## config.mk

```make
export PLATFORM = sky130hd
export DESIGN_NAME = program_loader
export DESIGN_NICKNAME = d
export VERILOG_FILES = /design/src/rtl/program_loader.sv
export SDC_FILE = /design/constraint.sdc
export NUM_CORES = 1
export LEC_CHECK = 0
export CAP_MARGIN = 30
export CORE_ASPECT_RATIO = 1.75
export CORE_MARGIN = 3
export CORE_UTILIZATION = 45
export CTS_CLUSTER_DIAMETER = 200
export DETAILED_ROUTE_END_ITERATION = 8
export PLACE_DENSITY = 0.78
export SYNTH_ARGS = -nofsm -noshare
export SYNTH_HDL_FRONTEND = slang
export SYNTH_SLANG_ARGS = --single-unit
```

## constraint.sdc

```tcl
create_clock -name clk -period 5.09 [get_ports clk]
set_input_delay 1.018 -clock clk [delete_from_list [all_inputs] [get_ports clk]]
set_output_delay 1.018 -clock clk [all_outputs]
set_load 0.02 [all_outputs]
```

## src/rtl/program_loader.sv

```systemverilog
// rtl/program_loader.sv - framed byte-stream boot loader writing 16-bit words into instruction memory
// Define CHECKSUM_EN to require a trailing 16-bit XOR checksum (count ^ all data words) per frame.
module program_loader #(
    parameter int ADDR_W    = 10,
    parameter int MAX_WORDS = 1024
) (
    input  logic              clk,
    input  logic              reset,
    input  logic              load_req,
    input  logic [7:0]        rx_data,
    input  logic              rx_valid,
    output logic              rx_ready,
    output logic              im_en_write,
    output logic [ADDR_W-1:0] im_address,
    output logic [15:0]       im_data_in,
    output logic              core_reset,
    output logic              core_start,
    output logic              busy,
    output logic              done,
    output logic              error,
    output logic [ADDR_W:0]   words_loaded
);

    typedef enum logic [3:0] {
        IDLE, CNT_HI, CNT_LO, DAT_HI, DAT_LO, WRITE,
        CSUM_HI, CSUM_LO, RELEASE, DONE, ERR
    } state_t;

    localparam logic [16:0] MAX_N = 17'(MAX_WORDS);

    state_t state, state_nxt;
    logic [7:0]      hi_byte;
    logic [15:0]     word_cnt;
    logic [15:0]     rx_word;
    logic [ADDR_W:0] words_loaded_inc;
    logic            last_word;
    logic            xfer;
`ifdef CHECKSUM_EN
    logic [15:0]     csum;
`endif

    assign rx_word          = {hi_byte, rx_data};
    assign xfer             = rx_valid & rx_ready;
    assign words_loaded_inc = words_loaded + 1'b1;
    assign last_word        = (16'(words_loaded_inc) == word_cnt);

    // Status is a pure function of state, so DONE raises core_start and drops core_reset together.
    assign busy       = (state != IDLE) && (state != DONE) && (state != ERR);
    assign done       = (state == DONE);
    assign error      = (state == ERR);
    assign core_reset = (state != DONE);
    assign core_start = (state == DONE);

    always_comb begin
        state_nxt   = state;
        rx_ready    = 1'b0;
        im_en_write = 1'b0;
        case (state)
            IDLE, DONE, ERR: if (load_req) state_nxt = CNT_HI;
            CNT_HI: begin
                rx_ready = 1'b1;
                if (rx_valid) state_nxt = CNT_LO;
            end
            CNT_LO: begin
                rx_ready = 1'b1;
                if (rx_valid) begin
                    if (rx_word == 16'd0 || {1'b0, rx_word} > MAX_N) state_nxt = ERR;
                    else                                             state_nxt = DAT_HI;
                end
            end
            DAT_HI: begin
                rx_ready = 1'b1;
                if (rx_valid) state_nxt = DAT_LO;
            end
            DAT_LO: begin
                rx_ready = 1'b1;
                if (rx_valid) state_nxt = WRITE;
            end
            WRITE: begin
                im_en_write = 1'b1;
`ifdef CHECKSUM_EN
                state_nxt = last_word ? CSUM_HI : DAT_HI;
`else
                state_nxt = last_word ? RELEASE : DAT_HI;
`endif
            end
`ifdef CHECKSUM_EN
            CSUM_HI: begin
                rx_ready = 1'b1;
                if (rx_valid) state_nxt = CSUM_LO;
            end
            CSUM_LO: begin
                rx_ready = 1'b1;
                if (rx_valid) state_nxt = (rx_word == csum) ? RELEASE : ERR;
            end
`endif
            RELEASE: state_nxt = DONE;
            default: state_nxt = IDLE;
        endcase
    end

    always_ff @(posedge clk) begin
        if (reset) begin
            state        <= IDLE;
            hi_byte      <= '0;
            word_cnt     <= '0;
            im_address   <= '0;
            im_data_in   <= '0;
            words_loaded <= '0;
`ifdef CHECKSUM_EN
            csum         <= '0;
`endif
        end else begin
            state <= state_nxt;
            if (load_req && !busy) begin
                words_loaded <= '0;
                im_address   <= '0;
            end
            if (xfer && (state == CNT_HI || state == DAT_HI || state == CSUM_HI))
                hi_byte <= rx_data;
            if (xfer && state == CNT_LO) begin
                word_cnt <= rx_word;
`ifdef CHECKSUM_EN
                csum     <= rx_word;
`endif
            end
            if (xfer && state == DAT_LO) begin
                im_data_in <= rx_word;
`ifdef CHECKSUM_EN
                csum       <= csum ^ rx_word;
`endif
            end
            // Address holds on the final word so a full-size image never wraps back to 0.
            if (state == WRITE) begin
                words_loaded <= words_loaded_inc;
                if (!last_word) im_address <= im_address + 1'b1;
            end
        end
    end

endmodule

```

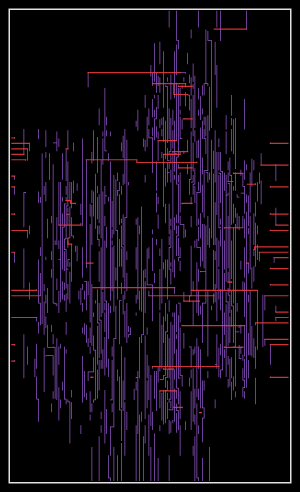
**Above:** run 1 (wiring by layer).
(4 px per um) Two of the layers only.
Key: metal 2 = purple [wire length 4,240 um]; metal 3 = red [wire length 358 um]
DRT Wirelength: 8030 um
Via Count: 3,137
Routed WL per cell: 14.5 um

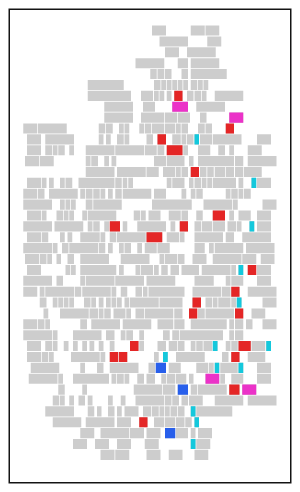
**Above:** run 1 (selected gate families).
(4 px per um)
Key: mux cells = magenta [cells 4, most used mux2i_1]; and/or cells = red [cells 21, most used and2_1]; inv cells = cyan [cells 13, most used inv_1]; non-inverting ao/oa cells = blue [cells 3, most used a21o_1]
Final Non-Filler Cells: 554
Top cell excl fill/tap: nand2_1
Comb area share: 0.429

==> flow_summary.ini, run 1 <==
; yosys + openroad results
[run_status]
status = completed

[clock_tree]
clock_sinks = 65
hold_buffers = 0
cts_root_buf = clkbuf_16
numCtsBuffers = 9
path_clk_slew_ns = 0.05
cts_resized = 0
cts_tree = built

[final_layout]
layout-drive-gt1-share = 0.0723
antennaDiodeCount = 0
finalNetCount = 480
fin_util = 0.596

[yosys]
mux_area_frac = 0.0128
synthFlopType = dfxtp_1
ys_ff = 65
synth-edff-count = 0
yosysSeqAreaShare = 0.403
yosys_area_um2 = 3230
ys_cells = 424
netlist_logic_family_top = simple AND/OR/NAND/NOR gates
xor_share = 0.0461
compound_area_frac = 0.193
yosys-top-cells-area = dfxtp_1, nand2_1, a21oi_1
top_cells_by_count = nand2_1, dfxtp_1, a21oi_1, nor2_1, clkbuf_1
netlist-cell-type-count = 57
adder_share = 0.00775
syn-cell-area_um2 = 3230

[setup_path]
cp.arrival_ns = 2.88
critPathTopFamily = buffers and inverters
worst-path-stages = 5
critPathLaunchType = flip-flop
worst_ep_required_time_ns = 4.07
r2r_setup_slack_ns = 2.07
critPathMaxFanout = 23
cpPeakStageDelay_ns = 0.70
r2r-start = words_loaded[0]$_SDFFE_PP0P_
crit_type = flip-flop to primary output
critPathLaunch = state[0]$_SDFFE_PP0P_
endpoint = im_en_write

[drt]
dr.first_iter.drc_count = 161
dr.pass1.iters = 5
drc_errors = 0
antenna_left = 0

[timing]
finalHoldViolations = 0
skew_ns = 0.00459
slew_viol_final = 0
rsz0062_at_grt = no
setup_violations = 0
finalSetupTns_ns = 0
period_minus_slack_ns = 3.90
fin_ws_ns = 1.19

[place]
placed_area_um2 = 3780
dp.final_hpwl_um = 5850

[floorplan]
dieArea_um2 = 8260
core-area_um2 = 6910
fp_util = 0.467
ios = 56
die_x_um = 70.0

[global_route]
grt_pass1_wl_um = 13800
gr-max-usage-layer = met2
use_met2 = 0.351
grt_overflow_total = 0
grt_max_degree = 47

[pwr]
pwr-share-clk = 0.455
intPower_mw = 1.07
static-leakage-power_nw = 1.43
combPwrFrac = 0.159
power_mw = 1.47

[flow_run]
warnings = 26
drv_cap = 0

[worst_hold_path]
hp-class = flip-flop to flip-flop
min_to = im_data_in[0]$_SDFFE_PP0P_
whs_path_depth = 2
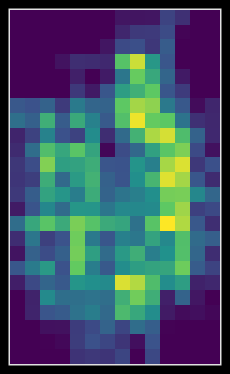
**Above:** run 1 (routed metal per tile).
(3 px per um) The die is cut into 14 by 24 equal tiles; dark purple is low, yellow is high, scaled to the fullest tile. Values are wire area over tile area, all layers added.
The mean over all tiles is 0.16. The densest ninth of the die: east. The emptiest ninth of the die: north-west. 25% of the tiles are over half the peak. The fullest tile reaches 0.50.
all-layer global routing usage: 0.205

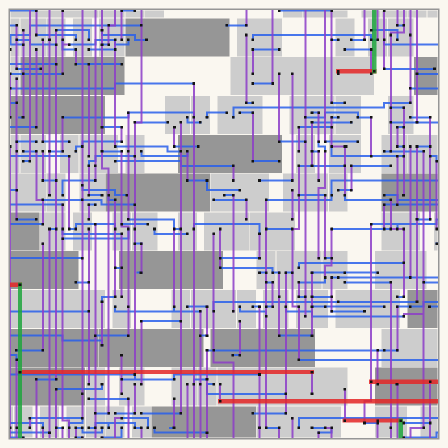
**Above:** run 1 (close-up of the layout).
Region (20, 44) to (50, 74) um. Cells in grey, sequential cells in the stronger grey; small squares are vias.
Key: metal 2 = purple; metal 4 = green; metal 3 = red; metal 1 = blue
Most frequent: nand2_1 (19), dfxtp_1 (14), a21oi_1 (11). Sequential cells in the window: 14. Netlist names of flops here include `word_cnt` (9), `words_loaded` (3), `hi_byte` (2). 79 logic cells have their middle in the window.

-- run 1: kinds of logic (layout without fill, tap and decap cells) --
family / Yosys count / after routing
AND/OR/NAND/NOR: 200 / 200
AND-OR/OR-AND: 98 / 98
flip-flops: 65 / 65
buffers and inverters: 38 / 84
XOR/XNOR: 17 / 17
multiplexers: 4 / 4
adder cells (fa/ha/maj): 2 / 2
-- run 1: metal layers --
layer  wire length, um  part of all wire
met1              3180              0.40
met2              4240              0.53
met3               358             0.045
met4               256             0.032
met5                 0                 0
-- run 1: flip-flops by register name, summed over array words and instances, names as in the netlist --
name,cells
hi_byte,8
im_address,10
im_data_in,16
state,4
word_cnt,16
words_loaded,11
-- run 1: power groups by stage --
stage | clock network [mW] | registers [mW] | logic (mW)
floorplan | 0 | 0.556 | 0.180
global placement | 0 | 0.574 | 0.227
detailed placement | 0 | 0.576 | 0.234
CTS | 0.681 | 0.565 | 0.235
global route | 0.704 | 0.571 | 0.260
finish | 0.669 | 0.567 | 0.234
-- run 1: final cells by class --
class | count | area, um^2
tap | 84 | 105
clock inverter | 4 | 76.3
multi-input combinational | 321 | 1760
fill | 627 | 2790
sequential | 65 | 1300
timing repair buffer | 56 | 566
inverter | 13 | 48.8
clock buffer | 11 | 253
-- run 1: placed cells by master, fill, tap and decap left out, types with 3 or more instances in the layout --
cell type	n
nor2b_1	3
a21oi_1	58
xor2_1	7
nor2_1	31
o21ai_0	5
o221ai_1	4
clkbuf_16	9
clkdlybuf4s50_1	54
or3_1	4
o21ai_1	8
and3_1	4
xnor2_1	10
nand2_1	105
nor4_1	5
inv_1	12
mux2i_1	3
nor3_1	7
dfxtp_1	65
and2_1	5
nand3_1	11
a31oi_1	3
nand4_1	7
**Run 1: cell outlines without signal wires**

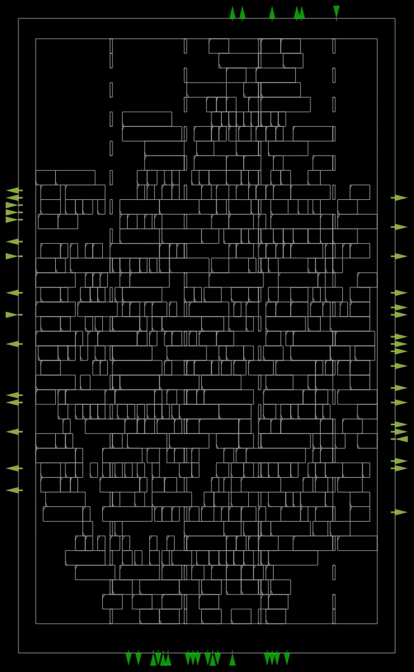

==> run 2, diff against run 1 <==
- clock period: 5.09 -> 4.05 ns (I/O delays scaled with it)
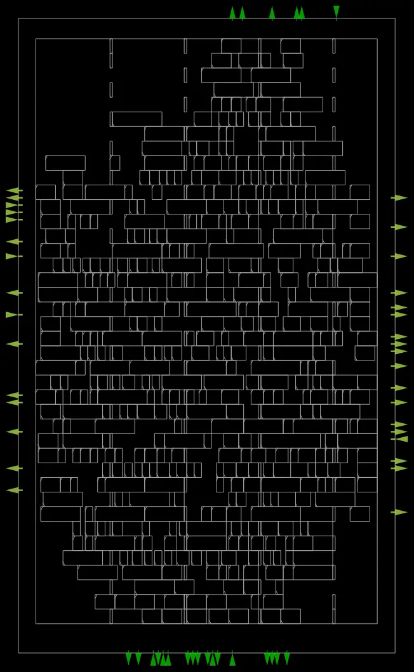
**Above:** run 2 (cell outlines without signal wires).
fin util: 0.592
tap cells: 84
Core Box Area: 6910 um^2
# rows: 40

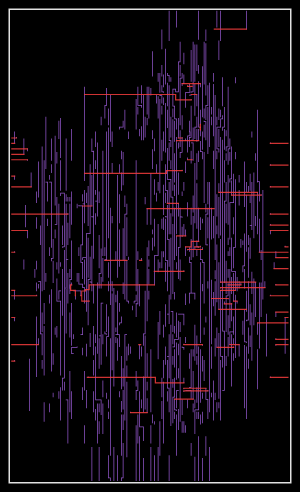
**Above:** run 2 (wiring by layer).
(4 px per um) Two of the layers only.
Key: metal 2 = purple [wire length 4,320 um]; metal 3 = red [wire length 388 um]
all-layer global routing usage: 0.205
Via Count: 3,129
Routed WL per cell: 14.7 um
DRT Wirelength: 8140 um

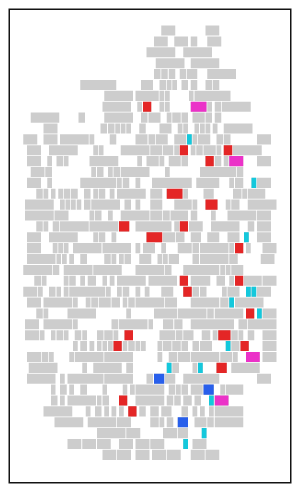
**Above:** run 2 (selected gate families).
(4 px per um)
Key: non-inverting ao/oa cells = blue [cells 3, most used a21o_1]; inv cells = cyan [cells 13, most used inv_1]; mux cells = magenta [cells 4, most used mux2i_1]; and/or cells = red [cells 21, most used and2_1]

==> flow_summary.ini, run 2 <==
; yosys + openroad results
[clock_tree]
clock_sinks = 65
hold_buffers = 0
cts_resized = 0
cts_root_buf = clkbuf_16
numCtsBuffers = 9
path_clk_slew_ns = 0.05

[yosys]
ys_ff = 65
ys_cells = 424
yosysSeqAreaShare = 0.403
top_cells_by_count = nand2_1, dfxtp_1, a21oi_1, nor2_1, clkbuf_1
syn-cell-area_um2 = 3230
netlist-cell-type-count = 57
synthFlopType = dfxtp_1
yosys_area_um2 = 3230
synth-edff-count = 0

[flow_run]
drv_cap = 0
warnings = 26

[pwr]
static-leakage-power_nw = 1.42
power_mw = 1.76

[setup_path]
critPathLaunch = state[0]$_SDFFE_PP0P_
critPathLaunchType = flip-flop
endpoint = im_en_write
crit_type = flip-flop to primary output
cp.arrival_ns = 2.54
critPathMaxFanout = 23
r2r_setup_slack_ns = 0.98
r2r-start = words_loaded[0]$_SDFFE_PP0P_

[final_layout]
layout_top_cell = nand2_1
layout-drive-gt1-share = 0.0743
mostFrequentLayoutCells = nand2_1, dfxtp_1, a21oi_1
fin_cells = 555
finalNetCount = 481
reg_top3 = im_data_in: 16 flops, word_cnt: 16 flops, words_loaded: 11 flops

[floorplan]
dieArea_um2 = 8260
die_x_um = 70.0

[timing]
slew_viol_final = 0
period_minus_slack_ns = 3.35
rsz0062_at_grt = no
finalSetupTns_ns = 0
finalHoldViolations = 0

[drt]
dr.pass1.iters = 5
dr.first_iter.drc_count = 198
drc_errors = 0

[global_route]
grt_overflow_total = 0

[worst_hold_path]
hp-class = flip-flop to flip-flop

[run_status]
status = completed

[place]
dp.final_hpwl_um = 5940
[run 2: cell counts after synthesis]
Identical to the previous run, type by type.
[run 2: report_power, final]
group          switching, mW  total (mW)  internal (mW)
combinational          0.182       0.294          0.112
clock                  0.266       0.754          0.487
sequential            0.0462       0.713          0.667
[run 2: worst min path at each step]
stage / to / cells after the start
CTS: word_cnt[13]$_SDFFE_PP0P_ / 2
global route: word_cnt[13]$_SDFFE_PP0P_ / 2
detailed placement: word_cnt[13]$_SDFFE_PP0P_ / 2
global placement: word_cnt[11]$_SDFFE_PP0P_ / 2
finish: word_cnt[13]$_SDFFE_PP0P_ / 2
floorplan: word_cnt[13]$_SDFFE_PP0P_ / 2
[run 2: final cells by class]
cell class	instances	area (um^2)
clock inverters	5	56.3
inverters	13	48.8
well taps	84	105
clock buffers	10	239
flip-flops and latches	65	1300
multi-input cells	321	1760
fillers	619	2820
repair buffers	57	573
[run 2: cell families (layout without fill, tap and decap cells)]
group / Yosys count / count (layout) / share of synthesized area
and+or+nand+nor: 200 / 200 / 0.287
adders and majority gates: 2 / 2 / 0.00775
buffers and inverters: 38 / 85 / 0.0500
AOI/OAI and AO/OA: 98 / 98 / 0.193
muxes: 4 / 4 / 0.0128
DFF: 65 / 65 / 0.403
xor gates and xnor gates: 17 / 17 / 0.0461
[run 2: critical path: stages (launching register included)]
cell             delay (ns)
dfxtp_1                0.56
inv_2                  0.09
nor2_2                 0.17
nand3b_2               0.08
buf_4                  0.23
inv_1                  0.38
clkdlybuf4s50_1        0.69
[run 2: layer usage]
| layer | track usage | routed length [um] | up-vias |
|---|---|---|---|
| met1 | 0.234 | 3330 | 1465 |
| li1 | - | - | 1544 |
| met4 | 0.0899 | 103 | 0 |
| met5 | 0 | 0 | - |
| met3 | 0.0453 | 388 | 8 |
| met2 | 0.360 | 4320 | 112 |
Power figures rest on the tool's default switching activity, not on a simulated workload.
